Figure 1. Signal wires on met1.
Supply wires on this layer in grey.
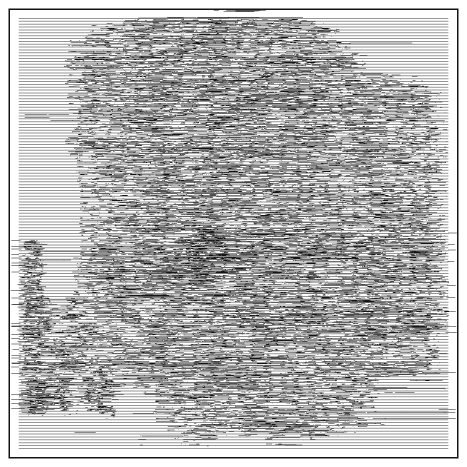
Figure 2. Metal 2.
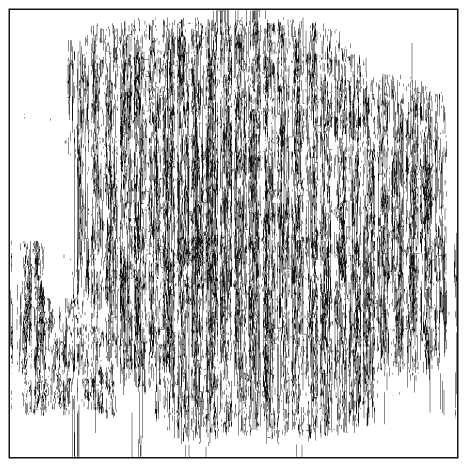
==> config.mk <==
export PLATFORM = sky130hd
export DESIGN_NAME = fb_scanout_flat
export DESIGN_NICKNAME = d
export VERILOG_FILES = /design/src/rtl/fb_scanout_if.sv /design/src/rtl/fb_scanout.sv /design/src/flat_wrapper.sv
export SDC_FILE = /design/constraint.sdc
export NUM_CORES = 2
export LEC_CHECK = 0
export CAP_MARGIN = 20
export CORE_MARGIN = 8
export CORE_UTILIZATION = 50
export CTS_CLUSTER_SIZE = 20
export DETAILED_ROUTE_END_ITERATION = 12
export GPL_ROUTABILITY_DRIVEN = 0
export PLACE_DENSITY = 0.66
export SKIP_LAST_GASP = 1
export SLEW_MARGIN = 20
export SYNTH_ARGS = -nofsm -noshare
export SYNTH_HDL_FRONTEND = slang
export SYNTH_SLANG_ARGS = --single-unit
export TNS_END_PERCENT = 1
==> constraint.sdc <==
create_clock -name clk -period 5.8 [get_ports clk]
set_clock_uncertainty 0.1 [all_clocks]
set_input_delay 0.58 -clock clk [delete_from_list [all_inputs] [get_ports clk]]
set_output_delay 0.58 -clock clk [all_outputs]
set_load 0.005 [all_outputs]
==> COMMIT_EDITMSG <==
Refresh implementation metrics

- All-layer global routing usage: approximately 23%
* Actual transition at the worst max-transition pin: ~1.1 ns
- The layout has 36 inverters outside the clock class.
- Per-instance average area after synthesis: 22.66 µm²
* Setup repair after global routing missed its margin: false
- Counting the fill cells in the layout gives around 12000.
* Share of cells above drive strength 1: between 20% and 30%
- Leaving out buffers and inverters, the combinational logic in the layout accounts for ~0.019 mm².
- The tool flagged a number of max-cap violations equal to 0.
- The floorplan report gives the top-level pin count as between 150 and 200.
- Outcome: finished clean
- Synth Flop Type: sky130_fd_sc_hd__edfxtp_1
* Starting DRT DRC Count: 5084
- Top area cell types: sky130_fd_sc_hd__edfxtp_1 74%, sky130_fd_sc_hd__mux4_2 17%, sky130_fd_sc_hd__dfxtp_1 2.6%, sky130_fd_sc_hd__nor2_1 0.67%, sky130_fd_sc_hd__mux2i_1 0.54%
* Total power per unit cell area: between 300 and 400 mW/mm²
* FF-to-FF setup slack: roughly 1.1 ns
- Later-pin clock latency in the skew report: about 0.85 ns
- Cell count listed in synth_stat.txt: ~3700
- The worst hold path belongs to the class primary input to register.
- Distinct lib cells: approximately 52
* Floorplan net count: ~3800
* Kind of critical path: register to primary output
* Fraction of area in non-clock buffers: under 10%
- The register with the most flip-flops in the layout has about 2000 of them.
- The synthesis run shows the most used standard cells to be 2048 x sky130_fd_sc_hd__edfxtp_1, 644 x sky130_fd_sc_hd__mux4_2, 149 x sky130_fd_sc_hd__nor2_1.
- Multi-input combinational cells in the finished layout were counted as roughly 1300.
## Picture notes: Figure 1
4001 nets have wire on it. The longest straight run is 89.7 µm.
met1 global-route usage: 32.57%
number of vias after detailed routing: 40200

## Picture notes: Figure 2
The layer carries 103 mm of wire. The wires run mostly vertical. The longest straight run is 165 µm.
met2 usage: 37.52%
routed wire length: 210.9 mm

[cells by family after synthesis]
group                      count (synthesis)  synth area share, %
AOI/OAI and AO/OA                        141                1.032
xor gates and xnor gates                  80               0.8410
adders and majority gates                 35               0.5437
buffers and inverters                    218                1.131
DFF                                     2155                76.39
muxes                                    689                17.95
and+or+nand+nor                          359                2.112
[report_power, final]
part / switching (W) / internal (W) / total [W]
sequential: 0.000155 / 0.0172 / 0.0173
clock: 0.00585 / 0.00747 / 0.0133
combinational: 0.00291 / 0.00311 / 0.00602
[metal layers]
layer	track usage, %	wire length, µm	vias up
met5	0	41	-
li1	-	-	16240
met4	6.488	5623	6
met2	37.52	102900	1908
met3	4.944	18510	303
met1	32.57	83810	21740
Power is estimated from default activity; no workload was simulated.
